<file path="config.mk">
export PLATFORM = sky130hd
export DESIGN_NAME = sprite_compositor
export DESIGN_NICKNAME = d
export VERILOG_FILES = /design/src/rtl/sprite_compositor.sv
export SDC_FILE = /design/constraint.sdc
export NUM_CORES = 1
export LEC_CHECK = 0
export CAP_MARGIN = 20
export CELL_PAD_IN_SITES_DETAIL_PLACEMENT = 0
export CELL_PAD_IN_SITES_GLOBAL_PLACEMENT = 1
export CORE_MARGIN = 2
export CORE_UTILIZATION = 37
export CTS_BUF_LIST = sky130_fd_sc_hd__clkbuf_16
export DETAILED_ROUTE_END_ITERATION = 7
export GPL_ROUTABILITY_DRIVEN = 0
export PLACE_DENSITY_LB_ADDON = 0.25
export REMOVE_ABC_BUFFERS = 1
export SLEW_MARGIN = 20
export SYNTH_ARGS = -nofsm -noshare
export SYNTH_HDL_FRONTEND = slang
export SYNTH_SLANG_ARGS = --single-unit
</file>
<file path="constraint.sdc">
create_clock -name clk -period 2.6 [get_ports clk]
set_input_delay 0.52 -clock clk [delete_from_list [all_inputs] [get_ports clk]]
set_output_delay 0.52 -clock clk [all_outputs]
set_load 0.01 [all_outputs]
</file>
<file path="src/rtl/sprite_compositor.sv">
// Composites player and monster sprites over the background with a transparent index,
// and reports per-frame player/monster overlap counts to the game FSM through a valid/ack handshake.
module sprite_compositor #(
    parameter int COLR_BITS  = 4,
    parameter int TRANSP_IDX = 0,
    parameter int HIT_THRESH = 8,
    parameter int CNTW       = 16
) (
    input  logic                 clk,
    input  logic                 rst,
    input  logic                 frame,
    input  logic                 de,
    input  logic [COLR_BITS-1:0] pl_pix,
    input  logic [11:0]          pl_colr,
    input  logic                 pl_drawing,
    input  logic [COLR_BITS-1:0] mon_pix,
    input  logic [11:0]          mon_colr,
    input  logic                 mon_drawing,
    input  logic [11:0]          bg_colr,
    output logic [3:0]           o_r,
    output logic [3:0]           o_g,
    output logic [3:0]           o_b,
    output logic                 o_de,
    output logic                 hit_valid,
    input  logic                 hit_ack,
    output logic [CNTW-1:0]      hit_count,
    output logic                 hit_overrun
);

    localparam logic [COLR_BITS-1:0] TRANSP  = COLR_BITS'(TRANSP_IDX);
    localparam logic [CNTW-1:0]      CNT_MAX = '1;
    localparam logic [31:0]          THRESH  = 32'(HIT_THRESH);

    typedef enum logic {COUNT, REPORT} state_t;

    function automatic logic [CNTW-1:0] sat_inc(input logic [CNTW-1:0] v);
        return (v == CNT_MAX) ? v : v + 1'b1;
    endfunction

    function automatic logic [11:0] select_colr(
        input logic        vis,
        input logic        pl_op,
        input logic        mon_op,
        input logic [11:0] plc,
        input logic [11:0] monc,
        input logic [11:0] bgc
    );
        if (!vis)        return 12'h000;
        else if (pl_op)  return plc;
        else if (mon_op) return monc;
        else             return bgc;
    endfunction

    // Stage 1: register every pixel-interface input
    logic                 frame_p1, de_p1, pl_drawing_p1, mon_drawing_p1;
    logic [COLR_BITS-1:0] pl_pix_p1, mon_pix_p1;
    logic [11:0]          pl_colr_p1, mon_colr_p1, bg_colr_p1;

    always_ff @(posedge clk) begin
        if (rst) begin
            frame_p1       <= 1'b0;
            de_p1          <= 1'b0;
            pl_drawing_p1  <= 1'b0;
            mon_drawing_p1 <= 1'b0;
            pl_pix_p1      <= '0;
            mon_pix_p1     <= '0;
            pl_colr_p1     <= '0;
            mon_colr_p1    <= '0;
            bg_colr_p1     <= '0;
        end else begin
            frame_p1       <= frame;
            de_p1          <= de;
            pl_drawing_p1  <= pl_drawing;
            mon_drawing_p1 <= mon_drawing;
            pl_pix_p1      <= pl_pix;
            mon_pix_p1     <= mon_pix;
            pl_colr_p1     <= pl_colr;
            mon_colr_p1    <= mon_colr;
            bg_colr_p1     <= bg_colr;
        end
    end

    logic pl_op_p1, mon_op_p1, ovl_p1;

    assign pl_op_p1  = pl_drawing_p1 && (pl_pix_p1 != TRANSP);
    assign mon_op_p1 = mon_drawing_p1 && (mon_pix_p1 != TRANSP);
    assign ovl_p1    = de_p1 && pl_op_p1 && mon_op_p1;

    // Stage 2: priority select; colour is forced to black outside the active area
    logic [11:0] colr_p2;
    logic        de_p2;

    always_ff @(posedge clk) begin
        if (rst) begin
            colr_p2 <= '0;
            de_p2   <= 1'b0;
        end else begin
            colr_p2 <= select_colr(de_p1, pl_op_p1, mon_op_p1, pl_colr_p1, mon_colr_p1, bg_colr_p1);
            de_p2   <= de_p1;
        end
    end

    assign o_r  = colr_p2[11:8];
    assign o_g  = colr_p2[7:4];
    assign o_b  = colr_p2[3:0];
    assign o_de = de_p2;

    // The overlap on the frame-pulse pixel opens the new frame, so the closed total is the held count
    logic [CNTW-1:0] ovl_cnt;
    logic            qualify;

    assign qualify = frame_p1 && (32'(ovl_cnt) >= THRESH);

    always_ff @(posedge clk) begin
        if (rst) begin
            ovl_cnt <= '0;
        end else if (frame_p1) begin
            ovl_cnt <= ovl_p1 ? CNTW'(1) : '0;
        end else if (ovl_p1) begin
            ovl_cnt <= sat_inc(ovl_cnt);
        end
    end

    state_t state;

    always_ff @(posedge clk) begin
        if (rst) begin
            state       <= COUNT;
            hit_valid   <= 1'b0;
            hit_count   <= '0;
            hit_overrun <= 1'b0;
        end else begin
            case (state)
                COUNT: begin
                    if (qualify) begin
                        hit_count <= ovl_cnt;
                        hit_valid <= 1'b1;
                        state     <= REPORT;
                    end
                end
                REPORT: begin
                    if (qualify && hit_ack) begin
                        hit_count <= ovl_cnt;
                    end else if (qualify) begin
                        hit_overrun <= 1'b1;
                    end else if (hit_ack) begin
                        hit_valid <= 1'b0;
                        state     <= COUNT;
                    end
                end
                default: state <= COUNT;
            endcase
        end
    end

endmodule

</file>
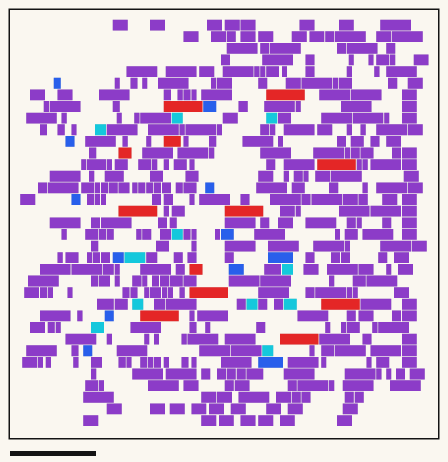
*Cells by drive strength, run 1*
Scale bar: 20 um.
blue -> drive 2  # cells 12
red -> drive 6 and up  # cells 12
purple -> drive 1 or less  # cells 410
cyan -> drive 3 to 4  # cells 11
Syn-to-layout area delta: 34.4%
post-route cell area: 0.00459 sq mm
Worst Slack Setup Final: 501 ps

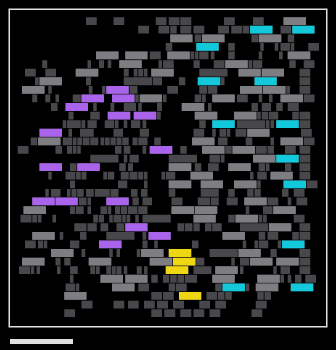
*Where the registers sit, run 1*
Scale bar: 20 um. Other sequential cells in the stronger gray, the rest of the logic in the fainter gray.
purple -> ovl_cnt  # sequential cells 16
cyan -> pl_colr_p1  # sequential cells 12
yellow -> mon_pix_p1  # sequential cells 4, where bottom middle
Seq power: 1.53 mW
Reg area: 0.00192 sq mm
Seq area share: 41.9%

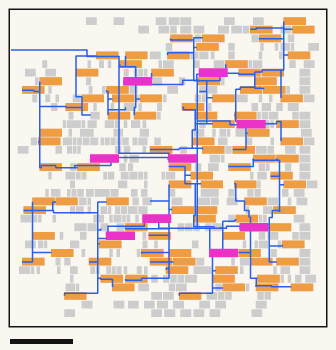
*Routed clock nets over the placement, run 1*
Scale bar: 20 um.
orange -> flip-flops  # count 96
blue -> clock wires  # length 1080 um
magenta -> cells driving clock nets  # count 9
flops lie = widely spread
routed clock nets = 10
Clock Latency Late Sink: 340 ps
Power Clock: 1.24 mW
Final Skew: 8.21 ps
Clock power frac: 41.9%

==> job_summary.md, run 1 <==
### Metrics collected by this job

| Metric | Value |
|---|---|
| Post-synth seq share | 56.3% |
| Run status | finished, final reports clean |
| Tool warnings | 27 |
| Synth top cell by count | dfxtp_1 |
| Vias | 2689 |
| Critical path required time | 2870 ps |
| Internal power | 2.28 mW |
| Metal2 WL | 3450 um |
| Design Power | 2.95 mW |
| Worst hold slack | 455 ps |
| Layout clock area frac | 6.13% |
| Slew headroom | 52.8% |
| PD cells | 642 mW/mm^2 |
| Pwr top | registers |
| Synthesis Warnings | 0 |
| CP Class | reg -> reg |
| Logic area | 0.00138 sq mm |
| Clock buffer count | 9 |
| Synth flops | 96 |
| Met2 Use GR | 25.6% |
| Setup TNS | 0 ps |
| Peak Freq | 0.476 GHz |
| Die Area | 0.0100 sq mm |
| Clock Tree Buf Depth | 2 |
| Sw Ratio | 22.5% |
| Reg clk slew, reported paths | 70 ps |
| Number of diodes | 0 |
| R2r setup slk | 500 ps |
| Synth Area in XOR/XNOR | 2.56% |
| H-tree levels | 3 |
| Non-clock buffer share | 18.5% |
| Row count | 35 |
| TritonCTS Sinks | 96 |
| Comb power | 180 uW |
| Core Region | 0.00911 sq mm |
| Max-area cell class | sequential cells |
| Netlist cell types | 37 |
| Vias in the first global route | 2588 |
| Most numerous logic cell after layout | dfxtp_1 |
==> run 2: changes to the inputs <==
==> constraint.sdc (replaced) <==
create_clock -name clk -period 2.05 [get_ports clk]
set_input_delay 0.41 -clock clk [delete_from_list [all_inputs] [get_ports clk]]
set_output_delay 0.41 -clock clk [all_outputs]
set_load 0.01 [all_outputs]
==> job_summary.md, run 2 <==
### Metrics collected by this job

| Metric | Value |
|---|---|
| Run status | finished, final reports clean |
| Critical path required time | 2320 ps |
| Post-synth seq share | 56.3% |
| TritonCTS Sinks | 96 |
| Number of diodes | 0 |
| Reg clk slew, reported paths | 70 ps |
| CP Class | reg -> reg |
| Setup TNS | 0 ps |
| Layout clock area frac | 7.59% |
| Slew headroom | 60.1% |
| Vias | 2754 |
| Core Region | 0.00911 sq mm |
| Max-area cell class | sequential cells |
| Design Power | 4.21 mW |
| Pwr top | clock |
| PD cells | 881 mW/mm^2 |
| Post-route cell area | 0.00478 sq mm |
| Reg area | 0.00192 sq mm |
| H-tree levels | 3 |
| Met2 Use GR | 26.4% |
| Synth Area in XOR/XNOR | 2.56% |
| Clock Latency Late Sink | 340 ps |
| Non-clock buffer share | 20.0% |
| Logic area | 0.00139 sq mm |
| Worst min-delay path category | reg -> reg |
| Power Clock | 2.03 mW |
| Comb power | 230 uW |
| Synth flops | 96 |
| Worst Slack Setup Final | 115 ps |
| Clock power frac | 48.3% |
| Clock Tree Buf Depth | 2 |
| Syn-to-layout area delta | 39.9% |
| Clock buffer count | 9 |
| Area post-placement | 0.00441 sq mm |
| FFs w/ async S/R, synth | 0% |
| Row count | 35 |
| Vias in the first global route | 2680 |
| Netlist cell types | 37 |
| Final Skew | 8.41 ps |
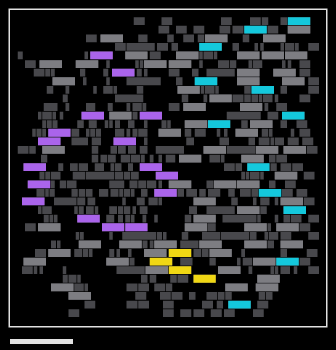
*Where the registers sit, run 2*
Scale bar: 20 um. Other sequential cells in the stronger gray, the rest of the logic in the fainter gray.
Seq area share: 40.2%
Layout Utilization: 52.5%
Seq power: 1.94 mW

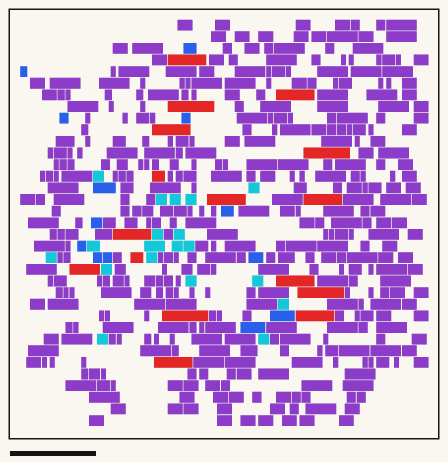
*Cells by drive strength, run 2*
Scale bar: 20 um.
blue -> drive 2  # cells 13
purple -> drive 1 or less  # cells 408
red -> drive 6 and up  # cells 16
cyan -> drive 3 to 4  # cells 19

Power figures rest on the tool's default switching activity, not on a simulated workload.
